**src/rtl/apb_regbank.sv**
```systemverilog
//==============================================================================
// Module      : apb_regbank
// Description : Parametrised APB slave register bank. NUM_REGS 32-bit
//               registers at byte offsets 4*n, optional access-phase wait
//               states, per-register read-only / self-clearing /
//               write-one-to-clear attributes, PSLVERR reporting and a level
//               interrupt built from the W1C status bits. All register
//               contents are exported flat to the core.
// Options     : define APB_PSTRB_EN to honour I_PSTRB byte strobes; when it
//               is undefined all four bytes are always written.
// Ports       : I_PCLK, I_PRESET_N         clock, async active-low reset
//               I_PSEL/I_PENABLE/I_PWRITE  APB controls
//               I_PADDR, I_PWDATA, I_PSTRB APB address / write data / strobes
//               O_PRDATA, O_PREADY,        registered APB responses
//               O_PSLVERR
//               O_REGS                     flat register contents
//               I_RO_DATA                  core values for RO registers
//               I_HW_SET                   set pulses for W1C registers
//               O_INTERRUPT                registered OR of all W1C bits
// Revision    : 1.0 - initial release
//==============================================================================
`default_nettype none

module apb_regbank #(
  parameter int          NUM_REGS    = 16,
  parameter int          WAIT_STATES = 0,
  parameter logic [63:0] RO_MASK     = 64'h0,
  parameter logic [63:0] SC_MASK     = 64'h0,
  parameter logic [63:0] W1C_MASK    = 64'h0
) (
  input  logic                     I_PCLK,
  input  logic                     I_PRESET_N,
  input  logic                     I_PSEL,
  input  logic                     I_PENABLE,
  input  logic                     I_PWRITE,
  input  logic [31:0]              I_PADDR,
  input  logic [31:0]              I_PWDATA,
  input  logic [3:0]               I_PSTRB,
  output logic [31:0]              O_PRDATA,
  output logic                     O_PREADY,
  output logic                     O_PSLVERR,
  output logic [32*NUM_REGS-1:0]   O_REGS,
  input  logic [32*NUM_REGS-1:0]   I_RO_DATA,
  input  logic [32*NUM_REGS-1:0]   I_HW_SET,
  output logic                     O_INTERRUPT
);

  typedef enum logic [1:0] {
    ST_IDLE = 2'd0,
    ST_WAIT = 2'd1,
    ST_DONE = 2'd2
  } state_t;

  localparam logic [3:0] WAIT_LOAD = 4'(WAIT_STATES);

  // ---------------------------------------------------------------------------
  // Address decode and error detection
  // ---------------------------------------------------------------------------
  logic [13:0] idx;
  logic        hit;
  logic        hit_ro;
  logic [31:0] hit_rdata;
  logic        err;
  logic [31:0] rd_val [NUM_REGS];
  logic [NUM_REGS-1:0] w1c_bits;

  assign idx = I_PADDR[15:2];

  always_comb begin
    hit       = 1'b0;
    hit_ro    = 1'b0;
    hit_rdata = 32'h0;
    for (int n = 0; n < NUM_REGS; n++) begin
      if (idx == 14'(n)) begin
        hit       = 1'b1;
        hit_ro    = RO_MASK[n];
        hit_rdata = rd_val[n];
      end
    end
  end

  assign err = !hit || (I_PADDR[1:0] != 2'b00) || (I_PWRITE && hit_ro);

  // ---------------------------------------------------------------------------
  // Byte-lane write mask
  // ---------------------------------------------------------------------------
  logic [31:0] byte_mask;
  logic [31:0] wr_data;

`ifdef APB_PSTRB_EN
  assign byte_mask = {{8{I_PSTRB[3]}}, {8{I_PSTRB[2]}},
                      {8{I_PSTRB[1]}}, {8{I_PSTRB[0]}}};
`else
  assign byte_mask = 32'hFFFF_FFFF;
`endif

  assign wr_data = I_PWDATA & byte_mask;

  // Upper address bits, strobes (when disabled) and the input slices of
  // registers without the matching attribute are intentionally ignored.
  logic unused_inputs;
  assign unused_inputs = ^{I_PADDR[31:16], I_PSTRB, I_RO_DATA, I_HW_SET};

  // ---------------------------------------------------------------------------
  // Transfer FSM
  // ---------------------------------------------------------------------------
  state_t      state_q, state_d;
  logic [3:0]  cnt_q, cnt_d;
  logic        ready_q, ready_d;
  logic        slverr_q, slverr_d;
  logic [31:0] rdata_q, rdata_d;
  logic        enter_done;
  logic        commit_wr;

  always_ff @(posedge I_PCLK or negedge I_PRESET_N) begin
    if (!I_PRESET_N) begin
      state_q  <= ST_IDLE;
      cnt_q    <= 4'd0;
      ready_q  <= 1'b0;
      slverr_q <= 1'b0;
      rdata_q  <= 32'h0;
    end else begin
      state_q  <= state_d;
      cnt_q    <= cnt_d;
      ready_q  <= ready_d;
      slverr_q <= slverr_d;
      rdata_q  <= rdata_d;
    end
  end

  always_comb begin
    state_d    = state_q;
    cnt_d      = cnt_q;
    ready_d    = 1'b0;
    slverr_d   = 1'b0;
    rdata_d    = rdata_q;
    enter_done = 1'b0;
    commit_wr  = 1'b0;

    case (state_q)
      ST_IDLE: begin
        if (I_PSEL && !I_PENABLE) begin
          cnt_d = WAIT_LOAD;
          if (WAIT_STATES == 0) begin
            enter_done = 1'b1;
          end else begin
            state_d = ST_WAIT;
          end
        end
      end

      ST_WAIT: begin
        if (!I_PSEL) begin
          state_d = ST_IDLE;
        end else if (cnt_q <= 4'd1) begin
          enter_done = 1'b1;
        end else begin
          cnt_d = cnt_q - 4'd1;
        end
      end

      ST_DONE: begin
        if (!I_PSEL) begin
          state_d = ST_IDLE;
        end else if (I_PENABLE) begin
          // The error flag was captured on entry to DONE against the same
          // (stable) address, so it gates the commit directly.
          commit_wr = I_PWRITE && !slverr_q;
          state_d   = ST_IDLE;
        end else begin
          ready_d  = 1'b1;
          slverr_d = slverr_q;
        end
      end

      default: begin
        state_d = ST_IDLE;
      end
    endcase

    if (enter_done) begin
      state_d  = ST_DONE;
      ready_d  = 1'b1;
      slverr_d = err;
      if (!I_PWRITE) begin
        rdata_d = err ? 32'h0 : hit_rdata;
      end
    end
  end

  assign O_PREADY  = ready_q;
  assign O_PSLVERR = slverr_q;
  assign O_PRDATA  = rdata_q;

  // ---------------------------------------------------------------------------
  // Register storage, one generate slice per register
  // ---------------------------------------------------------------------------
  for (genvar n = 0; n < NUM_REGS; n++) begin : g_reg
    logic [31:0] q;
    logic        sel_wr;

    assign sel_wr = commit_wr && (idx == 14'(n));

    if (RO_MASK[n]) begin : g_ro
      // Storage is never written; reads come from the core.
      assign q = 32'h0;
    end else if (W1C_MASK[n]) begin : g_w1c
      // Hardware set is OR-ed in after the clear so set wins.
      always_ff @(posedge I_PCLK or negedge I_PRESET_N) begin
        if (!I_PRESET_N) begin
          q <= 32'h0;
        end else begin
          q <= (q & ~(sel_wr ? wr_data : 32'h0)) | I_HW_SET[32*n +: 32];
        end
      end
    end else if (SC_MASK[n]) begin : g_sc
      // Holds the written value for exactly one cycle.
      always_ff @(posedge I_PCLK or negedge I_PRESET_N) begin
        if (!I_PRESET_N) begin
          q <= 32'h0;
        end else begin
          q <= sel_wr ? wr_data : 32'h0;
        end
      end
    end else begin : g_rw
      always_ff @(posedge I_PCLK or negedge I_PRESET_N) begin
        if (!I_PRESET_N) begin
          q <= 32'h0;
        end else if (sel_wr) begin
          q <= (q & ~byte_mask) | wr_data;
        end
      end
    end

    assign O_REGS[32*n +: 32] = q;
    assign rd_val[n]          = RO_MASK[n] ? I_RO_DATA[32*n +: 32] : q;
    assign w1c_bits[n]        = W1C_MASK[n] ? (|q) : 1'b0;
  end

  // ---------------------------------------------------------------------------
  // Interrupt: registered OR of all W1C status bits
  // ---------------------------------------------------------------------------
  logic irq_q;

  always_ff @(posedge I_PCLK or negedge I_PRESET_N) begin
    if (!I_PRESET_N) begin
      irq_q <= 1'b0;
    end else begin
      irq_q <= |w1c_bits;
    end
  end

  assign O_INTERRUPT = irq_q;

endmodule

`default_nettype wire

```
**config.mk**
```make
export PLATFORM = sky130hd
export DESIGN_NAME = apb_regbank
export DESIGN_NICKNAME = d
export VERILOG_FILES = /design/src/rtl/apb_regbank.sv
export SDC_FILE = /design/constraint.sdc
export NUM_CORES = 1
export LEC_CHECK = 0
export CORE_AREA = 2 2 636 638
export DETAILED_ROUTE_END_ITERATION = 16
export DIE_AREA = 0 0 638 640
export GPL_TIMING_DRIVEN = 1
export PLACE_DENSITY = 0.34
export SYNTH_ARGS = -nofsm -noshare
export SYNTH_HDL_FRONTEND = slang
export SYNTH_SLANG_ARGS = --single-unit
export TNS_END_PERCENT = 50
```
**constraint.sdc**
```tcl
create_clock -name I_PCLK -period 3.7 [get_ports I_PCLK]
set_input_delay 0.74 -clock I_PCLK [delete_from_list [all_inputs] [get_ports I_PCLK]]
set_output_delay 0.74 -clock I_PCLK [all_outputs]
set_load 0.01 [all_outputs]
```
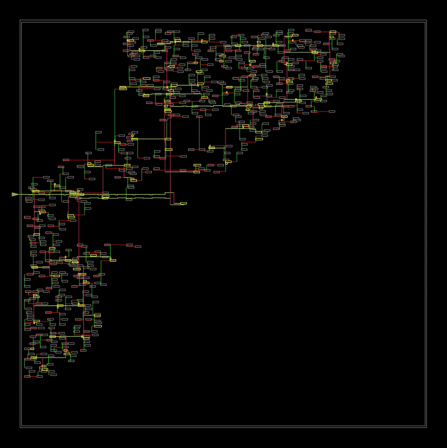
Fig. 1. The clock network.
Num CTS Buffers: 75
flop count: 547
worst skew pair latency: 0.71 ns
Num Clock Sinks: 547
clock buf count: 108

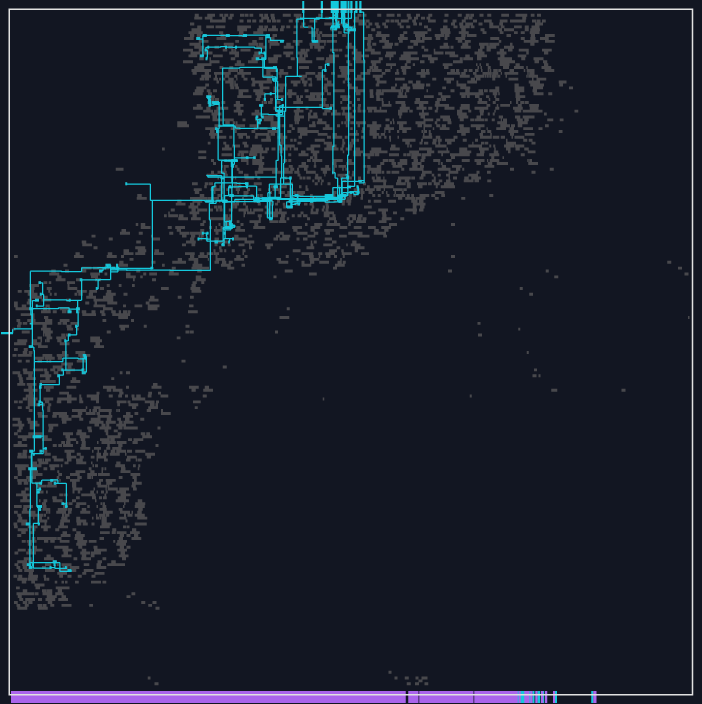
Fig. 2. Wires at chosen ports, followed through buffers.
Key: purple = I_HW_SET [bits 512, direction input, end cells 0, buffers 0]; cyan = I_PADDR [bits 32, direction input, end cells 160, buffers 43, wire 5500 um]
I/O Buffers: 598
I/O pins: 1644

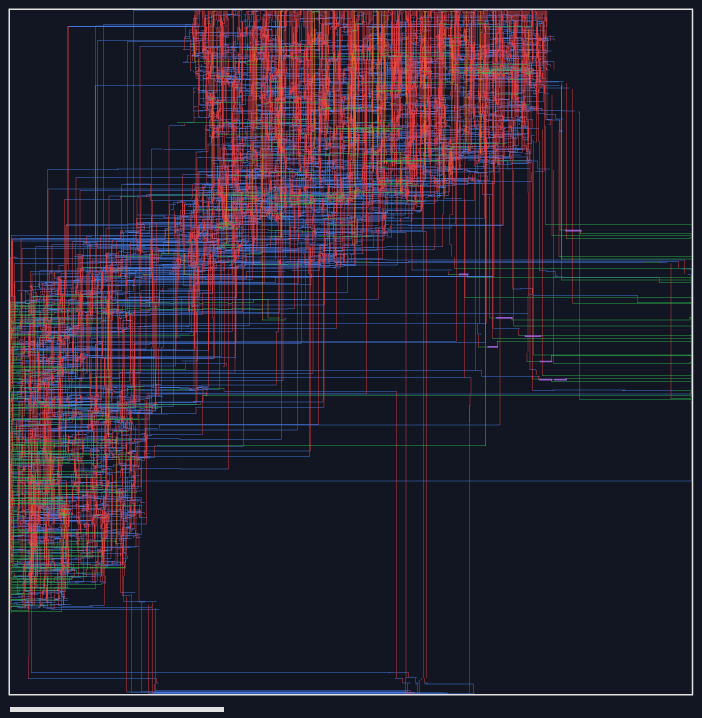
Fig. 3. Routed metal, one color a layer.
Scale bar: 200 um.
Key: red = metal 2 [wire length 106 mm]; green = metal 3 [wire length 16200 um]; orange = metal 4 [wire length 6460 um]; blue = metal 1 [wire length 87.0 mm]; purple = metal 5 [wire length 87.4 um]
Overall Global Routing Usage: 0.102
routed vias: 23.4k
WL per Instance: 26.0 um
final wirelength: 216000 um

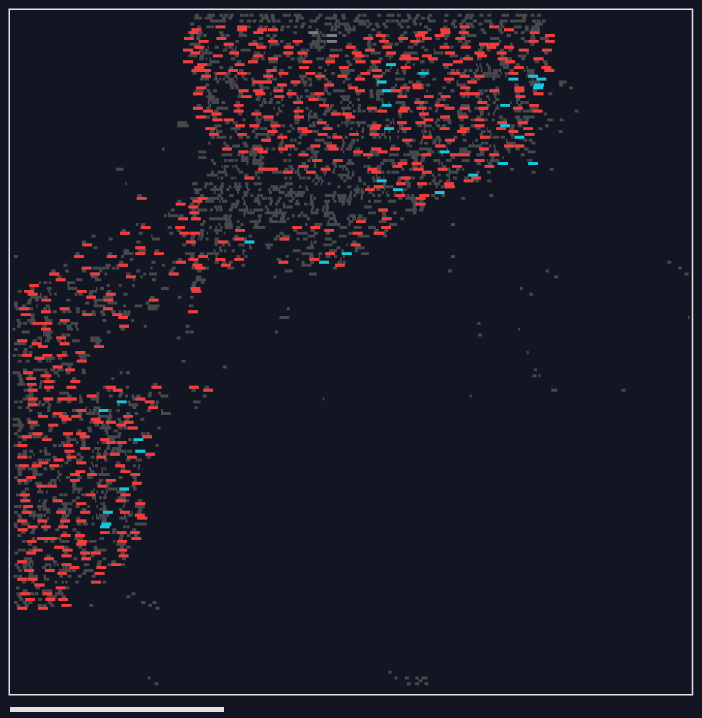
Fig. 4. Sequential cells colored by netlist name.
Scale bar: 200 um. Other sequential cells in the stronger gray, the rest of the logic in the fainter gray.
Key: red = g_reg.q [sequential cells 512, where all over the die]; cyan = O_PRDATA [sequential cells 32]
Another 3 sequential cells are not colored.
seq pwr: 6000 uW
register area: 13700 um^2

==> summary.txt <==
impl run done, here's what came out: slowest CP cell nor4_2, max reg flops 512, run status completed, Total Nets Final 4056, combinational share of power 0.050, crit-path max FO 12, HP Class reg2reg, post-layout min period 3.48 ns, drt first pass iters 6, portion of total power attributed to the clock network 0.540, drt drc 0, chip area in the Yosys report 25800 um^2, number of logged tool warnings 1039, Yosys warnings 0, fmax 287 MHz, WL met1 87000 um, post-route cell area 43600 um^2, CP max stage delay 0.75 ns, filler cell count in the final layout 45.7k, Setup CP Type in2reg, Die Span X 638 um, grt met2 use 0.177, Hold Slack 0.492 ns, H-tree Lvls 3, R2R Path Start state_q[1], RD Place Congestion 0.827, Comb area share 0.264, Final ANT Viol Nets 0, GRT Max-Usage Layer met2, met1 GRT Util 0.121, Cell Pwr Density 335 nW/um^2, fin crit share 0.940, Syn Nets 3253, clock slew at reported path FFs 0.07 ns, initial antenna violation count 44, Area Growth Syn to Fin 69.3%, Post CTS Setup Buffer Count 0, flop share of the area 0.314, worst-margin pin slew 1.22 ns, Tapcells 5287, Non-CTS inverters 5, CP endpoint O_PRDATA[14], hold_buf cts 1, non-clock buffer count 915, WP buf/inv 5
==> placed cells by master, fill, tap and decap left out, types with 7 or more instances in the layout <==
master           instances
clkdlybuf4s50_1        587
dfrtp_1                547
mux2_2                 500
buf_4                  257
nand2_1                162
nor2_1                  82
o21ai_0                 76
clkbuf_16               75
buf_12                  65
nand4_1                 59
nand3_1                 55
a21oi_1                 45
o22ai_1                 36
a22oi_1                 33
o211ai_1                29
mux2i_1                 24
a222oi_1                22
a31oi_1                 19
a221o_1                 19
and2_1                  19
o32a_1                  18
clkbuf_1                18
nor2_4                  15
clkbuf_8                15
diode_2                 13
nor4_1                  13
nor3_1                  12
mux2_1                  12
o221ai_1                11
a211oi_1                10
or3_1                   10
clkinv_2                10
bufinv_16                8
nor4_2                   7
o2bb2ai_1                7
Power is estimated from default activity; no workload was simulated.
